--- src/rtl/ext_pipe_if.sv ---
// Handshake bundle for ext_pipe: producer side (imm/EOp/in_tag) and consumer side (ext/out_tag/out_err).
// The master modport belongs to whoever drives the requests; slave is the ext_pipe view.
interface ext_pipe_if #(
  parameter int IN_W  = 16,
  parameter int OUT_W = 32,
  parameter int TAG_W = 5
);
  logic             in_valid;
  logic             in_ready;
  logic [IN_W-1:0]  imm;
  logic [2:0]       EOp;
  logic [TAG_W-1:0] in_tag;
  logic             out_valid;
  logic             out_ready;
  logic [OUT_W-1:0] ext;
  logic [TAG_W-1:0] out_tag;
  logic             out_err;

  modport master (
    output in_valid, imm, EOp, in_tag, out_ready,
    input  in_ready, out_valid, ext, out_tag, out_err
  );

  modport slave (
    input  in_valid, imm, EOp, in_tag, out_ready,
    output in_ready, out_valid, ext, out_tag, out_err
  );
endinterface

--- src/rtl/ext_pipe.sv ---
// Handshaked immediate extender with a DEPTH-entry result FIFO between decode and operand select.
// Optional macro EXT_ILLEGAL_DROP_EN: illegal opcodes are consumed but never enqueued, out_err stays 0.
module ext_pipe #(
  parameter int IN_W  = 16,
  parameter int OUT_W = 32,
  parameter int TAG_W = 5,
  parameter int DEPTH = 2
) (
  input  logic      clk,
  input  logic      reset,
  ext_pipe_if.slave bus
);
  localparam int PTR_W = $clog2(DEPTH);
  localparam int CNT_W = PTR_W + 1;

  typedef struct packed {
    logic [OUT_W-1:0] ext;
    logic [TAG_W-1:0] tag;
    logic             err;
  } entry_t;

  entry_t           mem [DEPTH];
  entry_t           new_entry;
  entry_t           head;
  logic [PTR_W-1:0] wr_ptr;
  logic [PTR_W-1:0] rd_ptr;
  logic [CNT_W-1:0] count;
  logic [OUT_W-1:0] sext;
  logic             illegal;
  logic             push;
  logic             pop;
  logic             wr_en;

  // Ready depends only on registered count, so a full buffer refuses a push even while popping.
  assign bus.in_ready  = (count < CNT_W'(DEPTH));
  assign bus.out_valid = (count != '0);
  assign push          = bus.in_valid && bus.in_ready;
  assign pop           = bus.out_valid && bus.out_ready;

  // NOTE: every always_comb output gets a default before the case so no path leaves it unassigned (no latch).
  always_comb begin
    sext          = {{(OUT_W-IN_W){bus.imm[IN_W-1]}}, bus.imm};
    new_entry     = '0;
    new_entry.tag = bus.in_tag;
    illegal       = 1'b0;
    case (bus.EOp)
      3'b000:  new_entry.ext = sext;
      3'b001:  new_entry.ext = {{(OUT_W-IN_W){1'b0}}, bus.imm};
      3'b010:  new_entry.ext = {bus.imm, {(OUT_W-IN_W){1'b0}}};
      3'b011:  new_entry.ext = {sext[OUT_W-3:0], 2'b00};
      3'b100:  new_entry.ext = {{(OUT_W-8){bus.imm[7]}}, bus.imm[7:0]};
      default: illegal = 1'b1;
    endcase
`ifdef EXT_ILLEGAL_DROP_EN
    new_entry.err = 1'b0;
`else
    new_entry.err = illegal;
`endif
  end

`ifdef EXT_ILLEGAL_DROP_EN
  assign wr_en = push && !illegal;
`else
  assign wr_en = push;
`endif

  // NOTE: sequential state uses non-blocking assignments so every flop samples pre-edge values.
  always_ff @(posedge clk) begin
    if (reset) begin
      wr_ptr <= '0;
      rd_ptr <= '0;
      count  <= '0;
    end else begin
      if (wr_en) wr_ptr <= wr_ptr + PTR_W'(1);
      if (pop)   rd_ptr <= rd_ptr + PTR_W'(1);
      case ({wr_en, pop})
        2'b10:   count <= count + CNT_W'(1);
        2'b01:   count <= count - CNT_W'(1);
        default: count <= count;
      endcase
    end
  end

  // NOTE: the storage array is deliberately not reset; count gates its visibility, so contents are don't-care.
  always_ff @(posedge clk) begin
    if (wr_en) mem[wr_ptr] <= new_entry;
  end

  assign head        = mem[rd_ptr];
  assign bus.ext     = bus.out_valid ? head.ext : '0;
  assign bus.out_tag = bus.out_valid ? head.tag : '0;
  assign bus.out_err = bus.out_valid ? head.err : 1'b0;
endmodule
--- src/flat_wrapper.sv ---
// flat-port wrapper written by rule: the top's interface ports become plain ports
module ext_pipe_flat 
#(
  parameter int IN_W  = 16,
  parameter int OUT_W = 32,
  parameter int TAG_W = 5,
  parameter int DEPTH = 2
)
  (clk, reset, bus_in_valid, bus_imm, bus_EOp, bus_in_tag, bus_out_ready, bus_in_ready, bus_out_valid, bus_ext, bus_out_tag, bus_out_err);
  ext_pipe_if #(.IN_W(IN_W), .OUT_W(OUT_W), .TAG_W(TAG_W)) bus_i ();
  input  logic clk;
  input  logic reset;
  input wire logic [$bits(bus_i.in_valid)-1:0] bus_in_valid;
  input wire logic [$bits(bus_i.imm)-1:0] bus_imm;
  input wire logic [$bits(bus_i.EOp)-1:0] bus_EOp;
  input wire logic [$bits(bus_i.in_tag)-1:0] bus_in_tag;
  input wire logic [$bits(bus_i.out_ready)-1:0] bus_out_ready;
  output wire logic [$bits(bus_i.in_ready)-1:0] bus_in_ready;
  output wire logic [$bits(bus_i.out_valid)-1:0] bus_out_valid;
  output wire logic [$bits(bus_i.ext)-1:0] bus_ext;
  output wire logic [$bits(bus_i.out_tag)-1:0] bus_out_tag;
  output wire logic [$bits(bus_i.out_err)-1:0] bus_out_err;
  assign bus_i.in_valid = bus_in_valid;
  assign bus_i.imm = bus_imm;
  assign bus_i.EOp = bus_EOp;
  assign bus_i.in_tag = bus_in_tag;
  assign bus_i.out_ready = bus_out_ready;
  assign bus_in_ready = bus_i.in_ready;
  assign bus_out_valid = bus_i.out_valid;
  assign bus_ext = bus_i.ext;
  assign bus_out_tag = bus_i.out_tag;
  assign bus_out_err = bus_i.out_err;
  ext_pipe #(.IN_W(IN_W), .OUT_W(OUT_W), .TAG_W(TAG_W), .DEPTH(DEPTH)) u_core (.clk(clk), .reset(reset), .bus(bus_i));
endmodule
--- config.mk ---
export PLATFORM = sky130hd
export DESIGN_NAME = ext_pipe_flat
export DESIGN_NICKNAME = d
export VERILOG_FILES = /design/src/rtl/ext_pipe_if.sv /design/src/rtl/ext_pipe.sv /design/src/flat_wrapper.sv
export SDC_FILE = /design/constraint.sdc
export NUM_CORES = 1
export LEC_CHECK = 0
export CAP_MARGIN = 25
export CORE_ASPECT_RATIO = 1.1
export CORE_MARGIN = 4
export CORE_UTILIZATION = 50
export CTS_BUF_LIST = sky130_fd_sc_hd__clkbuf_4 sky130_fd_sc_hd__clkbuf_8
export CTS_CLUSTER_SIZE = 25
export DETAILED_ROUTE_END_ITERATION = 6
export GPL_TIMING_DRIVEN = 0
export PLACE_DENSITY = 0.77
export REMOVE_ABC_BUFFERS = 1
export SYNTH_ARGS = -nofsm -noshare
export SYNTH_HDL_FRONTEND = slang
export SYNTH_SLANG_ARGS = --single-unit
export TNS_END_PERCENT = 1
--- constraint.sdc ---
create_clock -name clk -period 2.9 [get_ports clk]
set_input_delay 0.58 -clock clk [delete_from_list [all_inputs] [get_ports clk]]
set_output_delay 0.58 -clock clk [all_outputs]
set_load 0.01 [all_outputs]
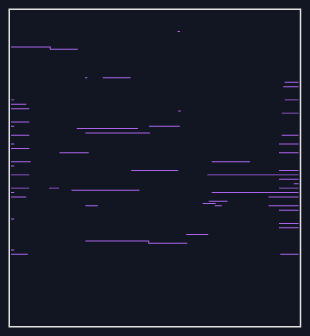
*The metal 3 layer, run 1*
The layer holds 5.6% of the routed length. The longest straight run is 27.8 µm. The wires run mostly horizontal.

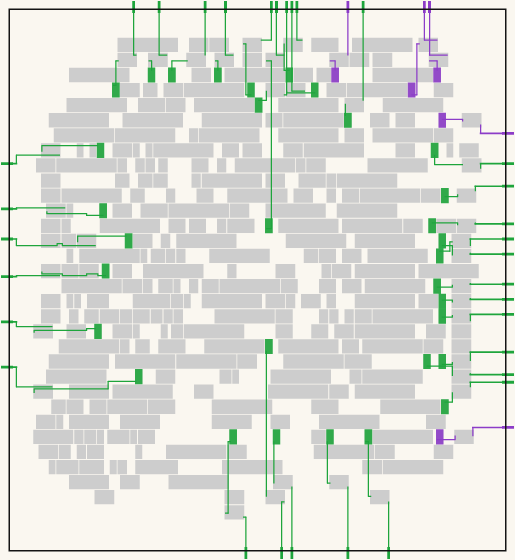
*Wires at chosen ports, followed through buffers, run 1*
Key: green = bus_ext [bits 32, direction output, end cells 32, buffers 32, wire 538 µm]; purple = bus_out_tag [bits 5, direction output, end cells 5, buffers 5, wire 63.0 µm]

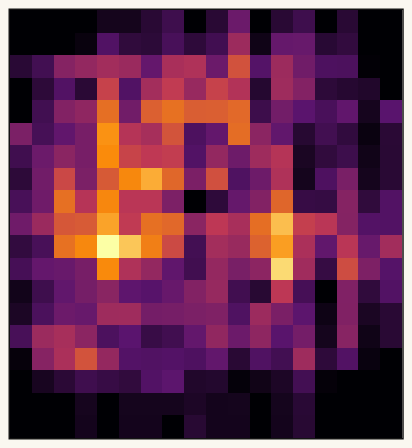
*Wire density map, run 1*
18 x 19 tiles, from black (low) to pale yellow (high), scaled to the fullest tile. Values are wire area over tile area, all layers added.
14% of the tiles are over half the peak. The mean over all tiles is 0.13. The emptiest ninth of the die: south-east. The fullest tile reaches 0.48. 14% of the tiles are nearly empty.

[run 1: path summary, 6_finish.rpt]
kind / slack, ns / end / startpoint / cells after the start
hold reg to reg: 0.51 / flop / u_core.rd_ptr / 2
setup / recovery: 0.21 / bus_ext[27] / u_core.count[1] / 3
setup reg to reg: 1.27 / u_core.count[1] / u_core.count[1] / 5
hold / removal: 0.51 / flop / u_core.rd_ptr / 2
[run 1: critical path, stage by stage (launching register included)]
cell and delay [ns]:
dfxtp_1 0.37, nor2_4 0.69, nor2_1 0.17, clkdlybuf4s50_1 0.52
[run 1: per-layer routing]
metal	track usage (%)	vias up
li1	-	1128
met2	26.8	69
met1	22.3	1130
met3	3.56	8
met5	0	-
met4	6.87	0
==> datasheet_impl.txt, run 1 <==
Table: implementation figures

Parameter                              Value

Outcome
  Outcome .................. complete, no violations

Floorplanning
  Row Count .................. 32
  Starting density of the core .................. 51.6%
  Width of the die .................. 89.3 µm
  Die Footprint .................. ~0.0087 mm²
  I/O pins .................. 68

Routing
  Number of nets with antenna violations after routing .................. 0
  Amount of wire on met2 after detailed routing .................. between 3000 and 4000 µm
  Wire length on met3 .................. 390 µm
  Uppermost signal routing layer after detailed routing .................. met4
  DRC violation count after routing .................. 0

Yosys
  Netlist cell types .................. 34
  Post-synth tally of flip-flops with integrated enable .................. 76
  Cell accounting for the most synthesized area .................. edfxtp_1
  Total number of yosys warnings .................. 0
  Mux frac, synth .................. 10.7%
  Main area contributors after synthesis .................. edfxtp_1 (63%), mux2i_1 (11%), nor2_1 (4.6%), a21oi_1 (3.2%), dfxtp_1 (2.8%)
  Mean cell area of the mapped netlist .................. 13.4 µm²
  Instance count of the mapped netlist .................. 271

Timing
  Post-route worst setup slack .................. about 0.21 ns
  Shortest period the worst path allows .................. 2.69 ns
  Worst-case headroom to the max-slew limit .................. 42.8%
  Setup skew after layout .................. a little under 0.01 ns
  Post-layout period usage of the worst path .................. 92.8%

Critical path
  Critical Path AT .................. between 2 and 2.5 ns
  Largest fanout on the critical path .................. 39

Pwr
  P_leak .................. 1.58 nW
  Switching share of power .................. 31.6%
  Worst ir drop on vdd .................. 0.742 mV
  Power per standard cell area .................. slightly below 900 mW/mm²
  Clock net power .................. approximately 0.81 mW
  Pwr top .................. registers

Final layout
  Top reg by flops .................. u_core.mem
  Largest regs .................. u_core.mem (76), u_core.count (2)
  Fraction of area in clock buffers and inverters .................. 4.30%
  Sequential cell area share .................. 52.2%
  Clock buffer instance count of the final layout .................. 11
  Inserted Diodes .................. 0
  Number of non-clock inverters in the layout .................. 6
  Synth-to-Final Area Change .................. 25.7%
  Final core utilization .................. between 60% and 70%
  Number of fill cells .................. 560
  Register area .................. 0.00238 mm²
  Area of combinational cells with multiple inputs .................. roughly 0.0011 mm²
  Fraction of final layout cells with drive strength greater than 1 .................. 10.9%

Global routing
  First-pass GRT wire length .................. 11100 µm
  Number of antenna violations at the first check in global routing .................. 0
  Sum of overflow across all layers after global routing .................. 0
  Global-route total usage across every layer .................. ~17%

Placement
  Placed wire-length estimate after detailed placement .................. 4600 µm
  Pre-CTS worst setup slack .................. 0.0486 ns

Clocking
  Latest clock arrival within the worst-skew pair .................. 0.35 ns
  Number of gates resized after cts .................. 0
  Clk Tree Root Cell .................. clkbuf_8
## Run 2: what changed since run 1
--- a/config.mk
+++ b/config.mk
@@ -5,7 +5,7 @@
 export SDC_FILE = /design/constraint.sdc
 export NUM_CORES = 1
 export LEC_CHECK = 0
-export CAP_MARGIN = 25
+export CAP_MARGIN = 20
 export CORE_ASPECT_RATIO = 1.1
 export CORE_MARGIN = 4
 export CORE_UTILIZATION = 50
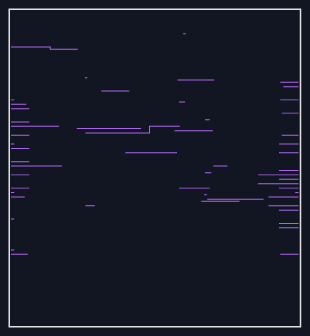
*The metal 3 layer, run 2*
The longest straight run is 19.5 µm. The layer holds 5.2% of the routed length. 45 nets have wire on it. The layer carries 370 µm of wire. The wires run mostly horizontal.

==> run 2 against run 1 <==
Routed wire length is 1.2% higher. Total power is 4.1% higher. Count of clock-buffer cells in the layout is 1 lower. Sequential power hardly changed. Synthesized area stayed put. Global-route usage hardly changed. Non-clock buffer count stayed put. Die area stayed put. Cell area is 0.90% higher. Combinational power hardly changed. Clock skew is 0.0038 ns lower. Register-to-register slack hardly changed. Largest cell class unchanged.
==> datasheet_impl.txt, run 2 <==
Table: implementation figures

Parameter                              Value

Pwr
  Power per standard cell area .................. 912 mW/mm² (was 884 mW/mm²)
  Worst ir drop on vdd .................. 0.821 mV (was 0.742 mV)
  P_leak .................. 1.61 nW (was 1.58 nW)

Final layout
  Top reg by flops .................. u_core.mem (unchanged)
  Largest regs .................. u_core.mem (76), u_core.count (2) (unchanged)
  Final core utilization .................. 65.4% (was 64.8%)

Placement
  Placed wire-length estimate after detailed placement .................. 4610 µm (was 4600 µm)
  Pre-CTS worst setup slack .................. 0.0631 ns (was 0.0486 ns)

Outcome
  Outcome .................. complete, no violations (unchanged)

Critical path
  Family of cells with the greatest summed delay on the critical path .................. simple AND/OR/NAND/NOR gates (unchanged)
  Launch instance of the worst register-to-register path .................. u_core.count[1] (unchanged)
  Setup crit start .................. u_core.count[1] (unchanged)
  Critical path buffer and inverter count .................. 1 (unchanged)

Worst hold path
  Count of cells along the worst hold path .................. 2 (unchanged)
  Start point of the worst hold path .................. u_core.rd_ptr (unchanged)

Clocking
  Latest clock arrival within the worst-skew pair .................. 0.34 ns (was 0.35 ns)
  Number of gates resized after cts .................. 0 (unchanged)

Global routing
  Layer with the highest usage after global routing .................. met2 (unchanged)
  Sum of overflow across all layers after global routing .................. 0 (unchanged)
  Met2 GRT Util .................. 27.6% (was 26.8%)
  Met3 usage .................. 2.97% (was 3.56%)
  First-pass GRT wire length .................. 11100 µm (unchanged)

Floorplanning
  I/O pins .................. 68 (unchanged)
  Width of the die .................. 89.3 µm (unchanged)
  Starting density of the core .................. 51.6% (unchanged)
  Die Footprint .................. 0.00870 mm² (unchanged)
  Row Count .................. 32 (unchanged)

Routing
  DRC violation count after routing .................. 0 (unchanged)
  Amount of wire on met2 after detailed routing .................. 3690 µm (was 3600 µm)

Timing
  Worst-case headroom to the max-slew limit .................. 41.7% (was 42.8%)
  Setup skew after layout .................. 0.00581 ns (was 0.00961 ns)
  Shortest period the worst path allows .................. 2.71 ns (was 2.69 ns)

Yosys
  Main area contributors after synthesis .................. edfxtp_1 (63%), mux2i_1 (11%), nor2_1 (4.6%), a21oi_1 (3.2%), dfxtp_1 (2.8%) (unchanged)
  Instance count of the mapped netlist .................. 271 (unchanged)
  Mean cell area of the mapped netlist .................. 13.4 µm² (unchanged)
  Post-synth tally of flip-flops with integrated enable .................. 76 (unchanged)
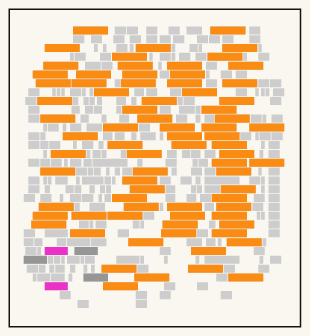
*Register map, names as in the netlist, run 2*
Key: magenta = u_core.count [placed flops 2]; orange = u_core.mem [placed flops 76]
Another 3 sequential cells are not colored.

## run 2: cell counts after synthesis
Identical to the previous run, type by type.
## run 2: area by class of cell
class / count / area [µm²] / area share [%]
well taps: 85 / 106 / 2.31
clock buffers: 10 / 131 / 2.85
multi-input cells: 167 / 1130 / 24.4
flip-flops and latches: 81 / 2380 / 51.7
inverters: 6 / 22.5 / 0.489
clock inverters: 6 / 106 / 2.31
repair buffers: 70 / 731 / 15.9
## run 2: power by group
part	switching, mW	leakage (nW)	internal (mW)
Sequential	0.102	0.768	1.56
Combinational	0.784	0.723	0.790
Clock	0.393	0.117	0.577
Total	1.28	1.61	2.92
## run 2: tightest hold or removal path, stage by stage, from the launching register on
cell	delay [ns]
dfxtp_1	0.33
xor2_1	0.08
nor2_1	0.07
## Run 3: what changed since run 2
--- a/config.mk
+++ b/config.mk
@@ -14,7 +14,6 @@
 export DETAILED_ROUTE_END_ITERATION = 6
 export GPL_TIMING_DRIVEN = 0
 export PLACE_DENSITY = 0.77
-export REMOVE_ABC_BUFFERS = 1
 export SYNTH_ARGS = -nofsm -noshare
 export SYNTH_HDL_FRONTEND = slang
 export SYNTH_SLANG_ARGS = --single-unit
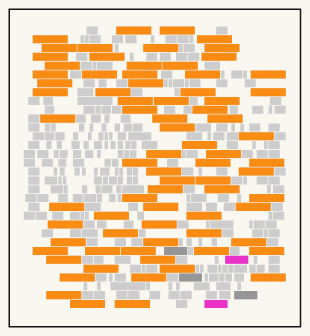
*Register map, names as in the netlist, run 3*
Key: orange = u_core.mem [placed flops 76, where widely spread]; magenta = u_core.count [placed flops 2]
Another 3 sequential cells are not colored.

==> run 3 against run 2 <==
Die area is the same. First-iteration DRC count is 32% lower. Synthesized cell count did not move. Highest routed layer unchanged.
==> datasheet_impl.txt, run 3 <==
Table: implementation figures

Parameter                              Value

Pwr
  Pwr top .................. combinational logic (was registers)
  Switching share of power .................. 30.7% (was 30.4%)
  Logic gate share of total power .................. 38.8% (was 37.5%)
  Internal Pwr Total .................. 2.93 mW (was 2.92 mW)
  P_leak .................. 1.67 nW (was 1.61 nW)
  Worst ir drop on vdd .................. 0.577 mV (was 0.821 mV)
  Seq pwr share .................. 38.4% (was 39.5%)
  Combinational cell power .................. 1.64 mW (was 1.57 mW)
  Net Switching .................. 1.30 mW (was 1.28 mW)
  Clock group share of total power .................. 22.8% (was 23.1%)
  Power per standard cell area .................. 905 mW/mm² (was 912 mW/mm²)

Final layout
  Cell type taking the most area .................. registers (unchanged)
  Number of non-clock inverters in the layout .................. 6 (unchanged)
  Combinational gate count .................. 167 (unchanged)
  Inserted Diodes .................. 0 (unchanged)
  Top reg by flops .................. u_core.mem (unchanged)
  Synth-to-Final Area Change .................. 28.8% (was 26.8%)
  Non-Clock Buffer Area Fraction .................. 17.3% (was 15.9%)
  Sequential cell area share .................. 50.9% (was 51.7%)
  Final core utilization .................. 66.4% (was 65.4%)
  Number of fill cells .................. 539 (was 556)
  Fraction of area in clock buffers and inverters .................. 5.13% (was 5.16%)
  Register area .................. 0.00238 mm² (about the same)
  Combinational fraction of the cell area .................. 23.9% (was 24.4%)
  Clock buffer instance count of the final layout .................. 14 (was 10)

Critical path
  Largest stage delay on the critical path .................. 0.56 ns (was 0.69 ns)
  Critical Path AT .................. 2.07 ns (was 2.13 ns)
  Crit path depth .................. 5 (was 3)
  Number of cells on the worst reg-to-reg path .................. 1 (was 5)
  Slack of the worst reg-to-reg path .................. 1.26 ns (was 1.27 ns)
  Family of cells with the greatest summed delay on the critical path .................. buffers and inverters (was simple AND/OR/NAND/NOR gates)
  Reg2Reg Capture Point .................. u_core.mem[1][28] (was u_core.count[1])
  Worst setup path endpoint .................. bus_ext[22] (was bus_ext[27])
  Critical path buffer and inverter count .................. 3 (was 1)

Floorplanning
  I/O pins .................. 68 (unchanged)
  Width of the die .................. 89.3 µm (unchanged)
  Row Count .................. 32 (unchanged)
  Taps Inserted .................. 85 (unchanged)
  Die Footprint .................. 0.00870 mm² (unchanged)

Timing
  Setup skew after layout .................. 0.00673 ns (was 0.00581 ns)
  Post-layout period usage of the worst path .................. 91.3% (was 93.4%)
  Shortest period the worst path allows .................. 2.65 ns (was 2.71 ns)
  Post-route worst setup slack .................. 0.252 ns (was 0.190 ns)

Yosys
  Mean cell area of the mapped netlist .................. 13.4 µm² (unchanged)
  Netlist cell types .................. 34 (unchanged)
  Instance count of the mapped netlist .................. 271 (unchanged)
  Post-synth tally of flip-flops with integrated enable .................. 76 (unchanged)
  Cell accounting for the most synthesized area .................. edfxtp_1 (unchanged)

Placement
  Placed wire-length estimate after detailed placement .................. 5240 µm (was 4610 µm)
  Pre-CTS worst setup slack .................. 0.603 ns (was 0.0631 ns)

Clocking
  Clk Tree Root Cell .................. clkbuf_8 (unchanged)
  Latest clock arrival within the worst-skew pair .................. 0.35 ns (was 0.34 ns)

Routing
  DRC violation count after routing .................. 0 (unchanged)

Global routing
  Number of antenna violations at the first check in global routing .................. 0 (unchanged)
  First-pass GRT wire length .................. 12000 µm (was 11100 µm)
  Sum of overflow across all layers after global routing .................. 0 (unchanged)

Worst hold path
  Worst hold path endpoint .................. u_core.rd_ptr
  Count of cells along the worst hold path .................. 2 (unchanged)

Outcome
  Outcome .................. complete, no violations (unchanged)
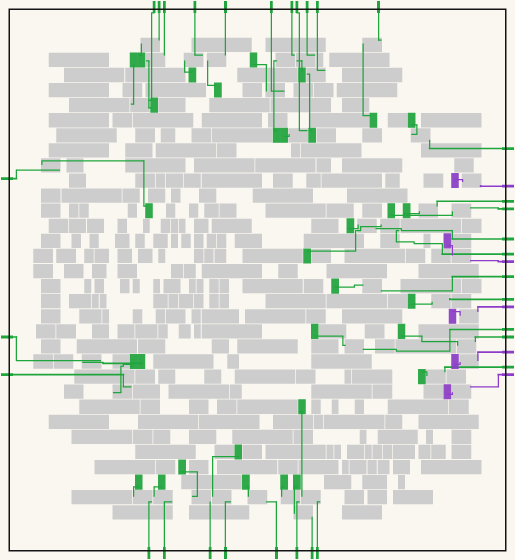
*Wires at chosen ports, followed through buffers, run 3*
Key: purple = bus_out_tag [bits 5, direction output, end cells 5, buffers 5, wire 38.3 µm]; green = bus_ext [bits 32, direction output, end cells 32, buffers 32, wire 655 µm]

## run 3: logic make-up (layout without fill, tap and decap cells)
kind of cell    Yosys count  in the layout  synth area share (%)
flops                    81             81                  65.6
simple gates             73             73                  9.40
mux                      39             39                  10.7
xor+xnor                  4              4                 0.964
compound gates           50             50                  9.09
fa+ha+maj                 1              1                 0.344
buf+inv                  23            107                  3.89
## run 3: per-layer routing
| layer | GRT usage [%] | vias to the layer above | wire length, µm |
|---|---|---|---|
| met4 | 7.33 | 0 | 157 |
| met2 | 29.5 | 92 | 3580 |
| li1 | - | 1150 | - |
| met3 | 5.00 | 18 | 511 |
| met1 | 23.4 | 1129 | 3260 |
| met5 | 0 | - | 0 |
Power and IR drop assume default switching activity.
